## src/rtl/serial_memory_loader.sv

```systemverilog
// serial_memory_loader: byte-framed command engine that pauses the processor and
// performs word reads/writes on its external memory port, replying over a byte tx link.
// Optional macro SERIAL_LOADER_TIMEOUT_EN adds an inter-byte timeout in ADDR/DATA.
module serial_memory_loader #(
   parameter int unsigned READ_LATENCY   = 2,
   parameter int unsigned TIMEOUT_CYCLES = 1000000
) (
   input  logic        clk,
   input  logic        rst,
   input  logic [7:0]  rx_data,
   input  logic        rx_valid,
   output logic        rx_ready,
   output logic [7:0]  tx_data,
   output logic        tx_valid,
   input  logic        tx_ready,
   output logic        pause,
   output logic        externalMemoryControl,
   output logic [31:0] externalAddress,
   output logic [31:0] externalData,
   output logic [2:0]  externalReadMode,
   output logic [2:0]  externalWriteMode,
   input  logic [31:0] externalDataOut
);

   localparam logic [2:0] MODE_NONE = 3'd0;
   localparam logic [2:0] MODE_WORD = 3'd3;
   localparam logic [7:0] CMD_W = 8'h57;
   localparam logic [7:0] CMD_R = 8'h52;
   localparam logic [7:0] CMD_P = 8'h50;
   localparam logic [7:0] CMD_G = 8'h47;
   localparam logic [7:0] ACK   = 8'h06;
   localparam logic [7:0] NAK   = 8'h15;

   typedef enum logic [2:0] {StIdle, StAddr, StData, StWrite, StRead, StSend, StAck} state_t;

   state_t      state, state_next;
   logic [1:0]  byte_cnt;
   logic [3:0]  lat_cnt;
   logic        is_write;
   logic        reject;
   logic [31:0] rd_shift;
   logic [7:0]  ack_byte;
   logic        rx_fire, tx_fire, timeout, addr_reject;

   assign rx_fire = rx_valid && rx_ready;
   assign tx_fire = tx_valid && tx_ready;
   // Evaluated on the last address byte: misaligned or processor running means no access.
   assign addr_reject = (rx_data[1:0] != 2'b00) || !pause;

`ifdef SERIAL_LOADER_TIMEOUT_EN
   logic [31:0] idle_cycles;
   logic        in_frame;
   assign in_frame = (state == StAddr) || (state == StData);
   assign timeout  = in_frame && !rx_fire && (idle_cycles == 32'(TIMEOUT_CYCLES - 1));

   // Count cycles without an accepted byte while a frame is being assembled.
   always_ff @(posedge clk or posedge rst) begin
      if (rst) idle_cycles <= '0;
      else if (in_frame && !rx_fire) idle_cycles <= idle_cycles + 32'd1;
      else idle_cycles <= '0;
   end
`else
   assign timeout = 1'b0;
`endif

   // State register.
   always_ff @(posedge clk or posedge rst) begin
      if (rst) state <= StIdle;
      else     state <= state_next;
   end

   // Next-state logic.
   always_comb begin
      state_next = state;
      unique case (state)
         StIdle: if (rx_fire) begin
            if (rx_data == CMD_W || rx_data == CMD_R) state_next = StAddr;
            else                                      state_next = StAck;
         end
         StAddr: begin
            if (rx_fire && byte_cnt == 2'd3) begin
               if (is_write)         state_next = StData;
               else if (addr_reject) state_next = StAck;
               else                  state_next = StRead;
            end else if (timeout) state_next = StIdle;
         end
         StData: begin
            if (rx_fire && byte_cnt == 2'd3) state_next = StWrite;
            else if (timeout)                state_next = StIdle;
         end
         StWrite: state_next = StAck;
         StRead:  if (lat_cnt == 4'(READ_LATENCY - 1)) state_next = StSend;
         StSend:  if (tx_fire && byte_cnt == 2'd3) state_next = StIdle;
         StAck:   if (tx_fire) state_next = StIdle;
         default: state_next = StIdle;
      endcase
   end

   // Datapath: frame assembly, processor control, read capture and reply shifting.
   always_ff @(posedge clk or posedge rst) begin
      if (rst) begin
         pause                 <= 1'b1;
         externalMemoryControl <= 1'b1;
         externalAddress       <= '0;
         externalData          <= '0;
         byte_cnt              <= '0;
         lat_cnt               <= '0;
         is_write              <= 1'b0;
         reject                <= 1'b0;
         rd_shift              <= '0;
         ack_byte              <= '0;
      end else begin
         unique case (state)
            StIdle: begin
               byte_cnt <= '0;
               lat_cnt  <= '0;
               reject   <= 1'b0;
               if (rx_fire) begin
                  is_write <= (rx_data == CMD_W);
                  if (rx_data == CMD_P) begin
                     pause                 <= 1'b1;
                     externalMemoryControl <= 1'b1;
                     ack_byte              <= ACK;
                  end else if (rx_data == CMD_G) begin
                     pause                 <= 1'b0;
                     externalMemoryControl <= 1'b0;
                     ack_byte              <= ACK;
                  end else begin
                     ack_byte <= NAK;
                  end
               end
            end
            StAddr: if (rx_fire) begin
               externalAddress <= {externalAddress[23:0], rx_data};
               byte_cnt        <= byte_cnt + 2'd1;
               if (byte_cnt == 2'd3) begin
                  reject <= addr_reject;
                  if (!is_write) ack_byte <= NAK;
               end
            end
            StData: if (rx_fire) begin
               externalData <= {externalData[23:0], rx_data};
               byte_cnt     <= byte_cnt + 2'd1;
            end
            StWrite: ack_byte <= reject ? NAK : ACK;
            StRead: begin
               lat_cnt <= lat_cnt + 4'd1;
               if (lat_cnt == 4'(READ_LATENCY - 1)) begin
                  rd_shift <= externalDataOut;
                  byte_cnt <= '0;
               end
            end
            StSend: if (tx_fire) begin
               rd_shift <= {rd_shift[23:0], 8'h00};
               byte_cnt <= byte_cnt + 2'd1;
            end
            default: ;
         endcase
      end
   end

   // Outputs decoded from state; memory modes drop with an asynchronous reset of state.
   always_comb begin
      rx_ready          = (state == StIdle) || (state == StAddr) || (state == StData);
      tx_valid          = (state == StSend) || (state == StAck);
      tx_data           = 8'h00;
      externalWriteMode = MODE_NONE;
      externalReadMode  = MODE_NONE;
      if (state == StSend) tx_data = rd_shift[31:24];
      if (state == StAck)  tx_data = ack_byte;
      if (state == StWrite && !reject && pause) externalWriteMode = MODE_WORD;
      if (state == StRead && pause)             externalReadMode  = MODE_WORD;
   end

endmodule

```

## config.mk

```make
export PLATFORM = sky130hd
export DESIGN_NAME = serial_memory_loader
export DESIGN_NICKNAME = d
export VERILOG_FILES = /design/src/rtl/serial_memory_loader.sv
export SDC_FILE = /design/constraint.sdc
export NUM_CORES = 1
export LEC_CHECK = 0
export ABC_AREA = 1
export CAP_MARGIN = 10
export CORE_MARGIN = 2
export CORE_UTILIZATION = 44
export DETAILED_ROUTE_END_ITERATION = 6
export GPL_TIMING_DRIVEN = 0
export PLACE_DENSITY = 0.76
export SLEW_MARGIN = 0
export SYNTH_ARGS = -nofsm -noshare
export SYNTH_HDL_FRONTEND = slang
export SYNTH_SLANG_ARGS = --single-unit
```

## constraint.sdc

```tcl
create_clock -name clk -period 3.97 [get_ports clk]
set_clock_uncertainty 0.15 [all_clocks]
set_input_delay 0.794 -clock clk [delete_from_list [all_inputs] [get_ports clk]]
set_output_delay 0.794 -clock clk [all_outputs]
set_load 0.005 [all_outputs]
```

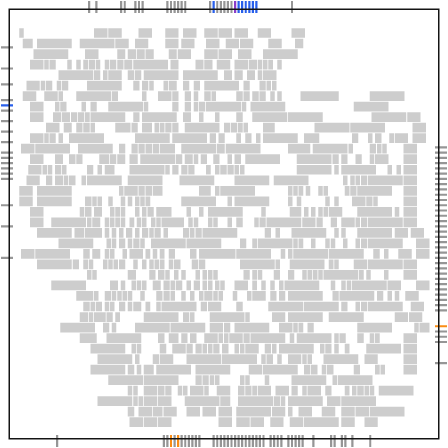
Figure 1: pin placement.
Pins as bars across the die edge, other pins in grey.
| colour | port | pins | direction | edge |
|---|---|---|---|---|
| orange | `externalWriteMode` | 3 | output | 2 south, 1 east |
| blue | `tx_data` | 8 | output | 7 north, 1 west |
| purple | `tx_valid` | 1 | output | north |
all pins by edge: 43 south, 37 east, 28 north, 18 west

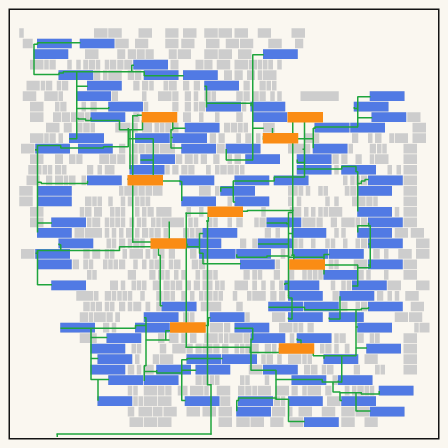
Figure 2: clock wires, drivers and flops.
[blue] flip-flops | count: 111
[green] clock wires | length: 1240 µm
[orange] cells driving clock nets | count: 9
routed clock nets: 10
flops lie: widely spread
clk pwr: 0.898 mW
Clock Latency Late Sink: 360 ps
Clk network pwr share: 17.9%

==> impl_metrics.py <==
# Flow results
metrics = {
    "run_status": {
        "outcome": "completed",
    },
    "yosys": {
        "mux_area_share_pct": 0,
        "synth.distinct_cells": 27,
        "syn_inst": 601,
    },
    "setup_path": {
        "worstPathMaxFanout": 10,
        "ff2ff_path_depth": 7,
    },
    "grt": {
        "met3_resource_use_gr_pct": 3.280,
        "grt_start_max_net_pins": 76,
        "grt_most_used_layer": "met2",
    },
    "floorplanning": {
        "fp.coreArea_um2": 10980,
    },
    "placed_design": {
        "routabilityCongestion": 0.8950,
    },
    "power": {
        "vdd_ir_drop_max_v": 0.0003951,
        "p_comb_share_pct": 42.6,
        "internal_power_mw": 3.150,
        "pwr.group.sequential_mw": 1.98,
        "power.share.switching_pct": 37.13,
        "power.leakage_nw": 3.236,
    },
    "timing": {
        "grt_setup_unrepaired": "false",
        "setup-tns-final_ps": 0,
    },
    "clock_tree": {
        "cts.clk_slew.worst_paths_ps": 70,
    },
}
area by class of cell:
| type | count | area [µm²] |
|---|---|---|
| buffer | 33 | 192.7 |
| inverter | 50 | 190.2 |
| clock inverter | 7 | 76.32 |
| timing repair buffer | 124 | 1259 |
| fill | 974 | 4235 |
| clock buffer | 9 | 225.2 |
| tap | 140 | 175.2 |
| sequential | 111 | 2779 |
| multi-input combinational | 408 | 1851 |
synth_stat cells, drive strengths merged:
cell,number
nand2,188
dfrtp,110
o21ai,107
inv,50
nor2,38
buf,27
or2,24
nand3,21
a21oi,18
clkbuf,6
ha,3
nand4,3
a22o,1
conb,1
dfstp,1
nor4,1
o22ai,1
xor2,1
worst max-delay path, delay by kind of cell, from the launching register on:
family / cells / cell delay, ps
buffers and inverters: 4 / 1240
DFF: 1 / 480
and+or+nand+nor: 3 / 300
Power and IR drop assume default switching activity.
